<file path="config.mk">
export PLATFORM = sky130hd
export DESIGN_NAME = arbitro_compuerta
export DESIGN_NICKNAME = d
export VERILOG_FILES = /design/src/rtl/arbitro_compuerta.sv
export SDC_FILE = /design/constraint.sdc
export NUM_CORES = 1
export LEC_CHECK = 0
export ABC_CLOCK_PERIOD_IN_PS = 2290
export CAP_MARGIN = 20
export CORE_MARGIN = 10
export CORE_UTILIZATION = 30
export CTS_CLUSTER_DIAMETER = 40
export DETAILED_ROUTE_END_ITERATION = 7
export MAX_ROUTING_LAYER = met4
export SYNTH_ARGS = -nofsm -noshare
export SYNTH_HDL_FRONTEND = slang
export SYNTH_SLANG_ARGS = --single-unit
</file>
<file path="constraint.sdc">
create_clock -name clock -period 2.29 [get_ports clock]
set_clock_uncertainty 0.05 [all_clocks]
set_input_delay 0.229 -clock clock [delete_from_list [all_inputs] [get_ports clock]]
set_output_delay 0.229 -clock clock [all_outputs]
set_load 0.02 [all_outputs]
</file>
<file path="src/rtl/arbitro_compuerta.sv">
// Barrier gate arbiter: shares one gate motor between the entry and exit lane
// controllers, sequencing each grant through open, hold, pass and close strokes.
module arbitro_compuerta #(
    parameter int TIEMPO_MOTOR  = 4,
    parameter int TIEMPO_ESPERA = 10,
    parameter int CNT_W         = 8
) (
    input  logic clock,
    input  logic reset,
    input  logic sol_entrada,
    input  logic sol_salida,
    input  logic sensor_paso,
    input  logic bloqueo,
    output logic conc_entrada,
    output logic conc_salida,
    output logic motor_abrir,
    output logic motor_cerrar,
    output logic compuerta_abierta,
    output logic alarma_tiempo,
    output logic ocupado
);

    typedef enum logic [2:0] {
        REPOSO   = 3'd0,
        ABRIENDO = 3'd1,
        ABIERTA  = 3'd2,
        PASANDO  = 3'd3,
        CERRANDO = 3'd4
    } estado_t;

    localparam logic [CNT_W-1:0] FIN_MOTOR  = CNT_W'(TIEMPO_MOTOR - 1);
    localparam logic [CNT_W-1:0] FIN_ESPERA = CNT_W'(TIEMPO_ESPERA - 1);
    localparam logic [CNT_W-1:0] UNO        = CNT_W'(1);

    estado_t          estado_r, estado_s;
    logic [CNT_W-1:0] cnt_r, cnt_s;
    logic             conc_ent_r, conc_ent_s;
    logic             conc_sal_r, conc_sal_s;
    logic             prio_r, prio_s;      // 0 = entry wins a tie, 1 = exit wins
    logic             alarma_s;
    logic             motor_abrir_r, motor_cerrar_r, abierta_r, alarma_r, ocupado_r;

    // States in which the stroke/wait counter advances every cycle.
    function automatic logic estado_cuenta(input estado_t e);
        logic r;
        case (e)
            ABRIENDO: r = 1'b1;
            ABIERTA:  r = 1'b1;
            CERRANDO: r = 1'b1;
            default:  r = 1'b0;
        endcase
        return r;
    endfunction

    // Next-state, grant and priority decision from the registered state.
    always_comb begin
        estado_s   = estado_r;
        conc_ent_s = conc_ent_r;
        conc_sal_s = conc_sal_r;
        prio_s     = prio_r;
        alarma_s   = 1'b0;
        case (estado_r)
            REPOSO: begin
                if (!bloqueo && (sol_entrada || sol_salida)) begin
                    estado_s = ABRIENDO;
                    if (sol_entrada && sol_salida) begin
                        conc_ent_s = ~prio_r;
                        conc_sal_s = prio_r;
                    end else begin
                        conc_ent_s = sol_entrada;
                        conc_sal_s = sol_salida;
                    end
                end else begin
                    conc_ent_s = 1'b0;
                    conc_sal_s = 1'b0;
                end
            end
            ABRIENDO: begin
                if (bloqueo && !sensor_paso) begin
                    estado_s = CERRANDO;
                end else if (cnt_r == FIN_MOTOR) begin
                    estado_s = ABIERTA;
                end else begin
                    estado_s = ABRIENDO;
                end
            end
            ABIERTA: begin
                if (sensor_paso) begin
                    estado_s = PASANDO;
                end else if (cnt_r == FIN_ESPERA) begin
                    estado_s = CERRANDO;
                    alarma_s = 1'b1;
                end else if (bloqueo) begin
                    estado_s = CERRANDO;
                end else begin
                    estado_s = ABIERTA;
                end
            end
            PASANDO: begin
                // A vehicle under the barrier always wins over the lock.
                if (!sensor_paso) begin
                    estado_s = CERRANDO;
                end else begin
                    estado_s = PASANDO;
                end
            end
            CERRANDO: begin
                if (sensor_paso) begin
                    estado_s = ABRIENDO;
                end else if (cnt_r == FIN_MOTOR) begin
                    estado_s   = REPOSO;
                    conc_ent_s = 1'b0;
                    conc_sal_s = 1'b0;
                    prio_s     = conc_ent_r;
                end else begin
                    estado_s = CERRANDO;
                end
            end
            default: begin
                estado_s   = REPOSO;
                conc_ent_s = 1'b0;
                conc_sal_s = 1'b0;
            end
        endcase
    end

    // Counter restarts on every state change and runs only in timed states.
    always_comb begin
        cnt_s = cnt_r;
        if (estado_s != estado_r) begin
            cnt_s = '0;
        end else if (estado_cuenta(estado_r)) begin
            cnt_s = cnt_r + UNO;
        end else begin
            cnt_s = cnt_r;
        end
    end

    // State, grant and Moore output registers, decoded from the next state.
    always_ff @(posedge clock or negedge reset) begin
        if (!reset) begin
            estado_r       <= REPOSO;
            cnt_r          <= '0;
            conc_ent_r     <= 1'b0;
            conc_sal_r     <= 1'b0;
            prio_r         <= 1'b0;
            motor_abrir_r  <= 1'b0;
            motor_cerrar_r <= 1'b0;
            abierta_r      <= 1'b0;
            alarma_r       <= 1'b0;
            ocupado_r      <= 1'b0;
        end else begin
            estado_r       <= estado_s;
            cnt_r          <= cnt_s;
            conc_ent_r     <= conc_ent_s;
            conc_sal_r     <= conc_sal_s;
            prio_r         <= prio_s;
            motor_abrir_r  <= (estado_s == ABRIENDO);
            motor_cerrar_r <= (estado_s == CERRANDO);
            abierta_r      <= (estado_s == ABIERTA) || (estado_s == PASANDO);
            alarma_r       <= alarma_s;
            ocupado_r      <= (estado_s != REPOSO);
        end
    end

    assign conc_entrada      = conc_ent_r;
    assign conc_salida       = conc_sal_r;
    assign motor_abrir       = motor_abrir_r;
    assign motor_cerrar      = motor_cerrar_r;
    assign compuerta_abierta = abierta_r;
    assign alarma_tiempo     = alarma_r;
    assign ocupado           = ocupado_r;

endmodule

</file>
==> images/detail.png <==
Region (30, 30) to (80, 80) um. Cells in gray, sequential cells in the stronger gray; small squares are vias.
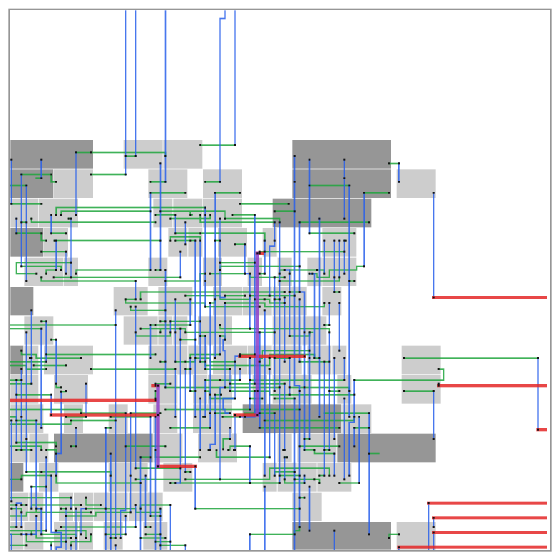
blue -> metal 2
red -> metal 3
purple -> metal 4
green -> metal 1
most frequent = nor3_1 (10), clkdlybuf4s50_1 (9), dfrtp_1 (8)
netlist names of flops here include = estado_r (3)
cells with their middle in the window = 97
sequential cells in the window = 8

==> images/logic_types.png <==
Drawn at 4 px/um.
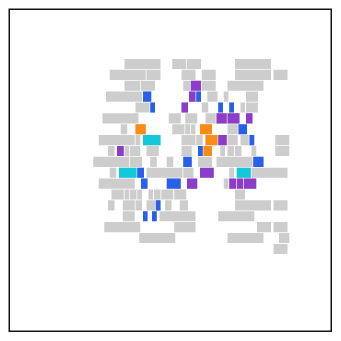
cyan -> adder and majority cells  # cells 3
blue -> NAND gates  # cells 16, where center
purple -> inverting AOI/OAI gates  # cells 13
orange -> AND and OR gates  # cells 4, where center

==> images/wires.png <==
Drawn at 3 px/um. Two of the layers only.
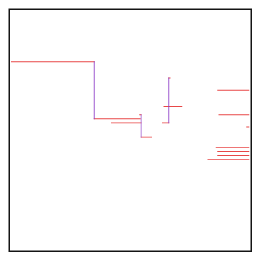
purple -> metal 4  # wire length 41.5 um
red -> metal 3  # wire length 131 um

==> images/clk_routes.png <==
Drawn at 6 px/um.
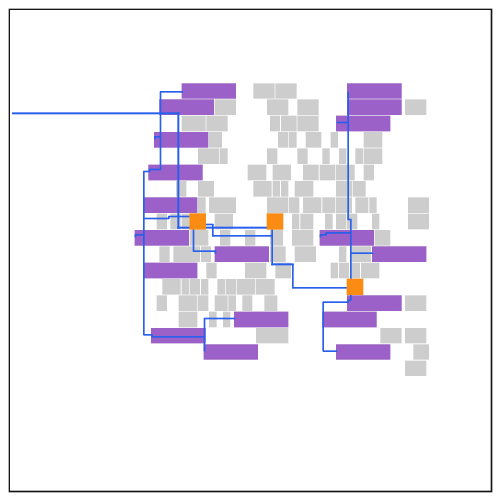
purple -> flip-flops  # count 19
blue -> clock wires  # length 256 um
orange -> clock drivers  # count 3
routed clock nets = 4

==> results.py <==
# Auto-generated metrics
metrics = {
    "power_and_ir_drop": {
        "report.power.total_mw": 1.16,
        "pg_clk_uw": 168,
        "clkPwrFrac": 0.145,
        "power_density_nw_per_um2": 907,
        "top_power_group": "combinational logic",
        "p_leak_nw": 0.526,
        "p_seq_uw": 482,
        "p_comb_uw": 509,
        "p_int_uw": 685,
        "p_sw_frac": 0.409,
        "power_switching_uw": 474,
        "combPwrFrac": 0.439,
        "seq_power_share": 0.416,
    },
    "place": {
        "preCtsSetupSlack_ps": 164,
        "hpwl_um": 1820,
        "gp_congestion": 0.858,
        "port_buffers": 12,
        "dpl_cell_area_sq_um": 1250,
        "dp.cells": 168,
    },
    "setup_path": {
        "ff2ff_path_depth": 5,
        "crit_start": "estado_r[2]",
        "arrival_ps": 2180,
        "cp.required_ps": 2420,
        "startpoint_type": "flop",
        "path_common_cell": "nor3_1",
        "path_depth": 5,
        "reg2reg_from": "estado_r[2]",
        "end_kind": "flop",
        "critPathMaxFanout": 8,
        "worst-path-buf-inv": 0,
        "crit_path_end": "cnt_r[4]",
        "critical_path.top_delay_family": "simple AND/OR/NAND/NOR gates",
        "crit_path_top_delay_cell": "nor3_1",
        "max_stage_delay_ps": 500,
        "reg2reg_slack_ps": 240,
        "crit_chain": "nor2_1, o21ai_0, nor3_1, o31a_1, nor3_1",
        "crit_type": "reg2reg",
        "r2r-end": "cnt_r[4]",
    },
    "run_status": {
        "outcome": "finished clean",
    },
    "timing": {
        "setup_ws_ps": 244,
        "tns_ps": 0,
        "worst_slew_margin_rel": 0.517,
        "maxSlewViolCount": 0,
        "hold_ws_ps": 201,
        "rsz0062_at_grt": "no",
        "hold_viol": 0,
        "period_needed_ps": 2050,
        "tightest_slew_ps": 704,
        "setup_viol": 0,
    },
    "yosys": {
        "yosys.area.top_type_share": 0.438,
        "ys_sh_aoi": 0.149,
        "synth_adder_area_share": 0.0323,
        "xor_area_frac": 0.0646,
        "avgSynthCellArea_sq_um": 9.86,
        "synth_nets": 118,
        "yosys-stat-area_sq_um": 1080,
        "ys_warn_count": 0,
        "ys_sh_mux": 0.0196,
        "edf_count": 0,
        "ys_ff": 19,
        "top_cells_by_area": "dfrtp_1, nor3_1, xnor2_1",
        "yosys_cells": 110,
        "syn_inst": 110,
        "synth_area_sq_um": 1080,
        "synthFlopType": "dfrtp_1",
        "top_logic_kind": "simple AND/OR/NAND/NOR gates",
        "synth_top_cell_by_count": "dfrtp_1",
        "async_reset_ff_frac": 1.00,
        "yosys.area_share.simple": 0.230,
        "ys_top_cells_by_count": "dfrtp_1, nor3_1, nand2_1, nor2_1",
        "ys_seq_frac": 0.438,
        "largest_area_cell": "dfrtp_1",
    },
    "detailed_routing": {
        "first_pass_iters": 4,
        "via_per_inst": 5.06,
        "vias": 871,
        "drcViolationCount": 0,
        "drtIter0Drc": 63,
        "drt-met1-wl_um": 997,
        "route.antenna.remaining_nets": 0,
        "wl_met3_um": 130,
        "routed_wl_um": 2430,
        "top_layer_used": "met4",
        "routedWlPerCell_um": 14.1,
        "wl_met2_um": 1260,
    },
    "finish": {
        "largestRegisters": "cnt_r x8, estado_r x3",
        "diodes": 0,
        "finalCoreUtilization": 0.374,
        "comb_area_sq_um": 537,
        "buf_share": 0.129,
        "signal_buffers": 18,
        "seq_area_sq_um": 475,
        "area.growth.synth_to_final_pct": 17.8,
        "seq_share": 0.372,
        "fillers": 359,
        "fin_nets": 135,
        "n_all_inverters": 4,
        "largest_register_ffs": 8,
        "clkCellAreaFrac": 0.0215,
        "lay_top_count": "dfrtp_1",
        "layout-drive-gt1-share": 0.127,
        "dominant_cells": "multi-input combinational cells",
        "sh_comb_area": 0.420,
        "final_layout_top_logic_cells": "dfrtp_1, nor3_1, clkdlybuf4s50_1, nor2_1, nand2_1",
        "fin_cells": 172,
        "final_area_sq_um": 1280,
        "nClkBuffers": 3,
        "ff_count": 19,
    },
    "clock_network": {
        "clockRootBuffer": "clkbuf_4",
        "cts_sinks": 19,
        "clkTransAtPathRegs_ps": 110,
        "clk_latency_ps": 300,
        "cts_resized": 0,
        "hold_buffers": 0,
        "post_cts_buffers": 0,
        "cts.path.max_buffers": 2,
        "ctsHtreeMaxLevel": 1,
    },
    "floorplanning": {
        "core_sq_um": 3420,
        "initial_core_util": 0.318,
        "io_pins": 13,
        "rows": 21,
        "nWellTaps": 46,
        "die_width_um": 80.1,
    },
    "grt": {
        "grt_first_pass_wirelength_um": 4060,
        "grt_pass1_vias": 890,
        "top_usage_layer": "met2",
        "grt.total_usage": 0.0818,
        "met1_usage": 0.0837,
        "grt_max_degree": 20,
        "grt_use_met2": 0.135,
        "grt_use_met3": 0.0356,
    },
    "worst_hold_path": {
        "hp-class": "in2async",
    },
    "job": {
        "openroad.warnings": 27,
    },
}
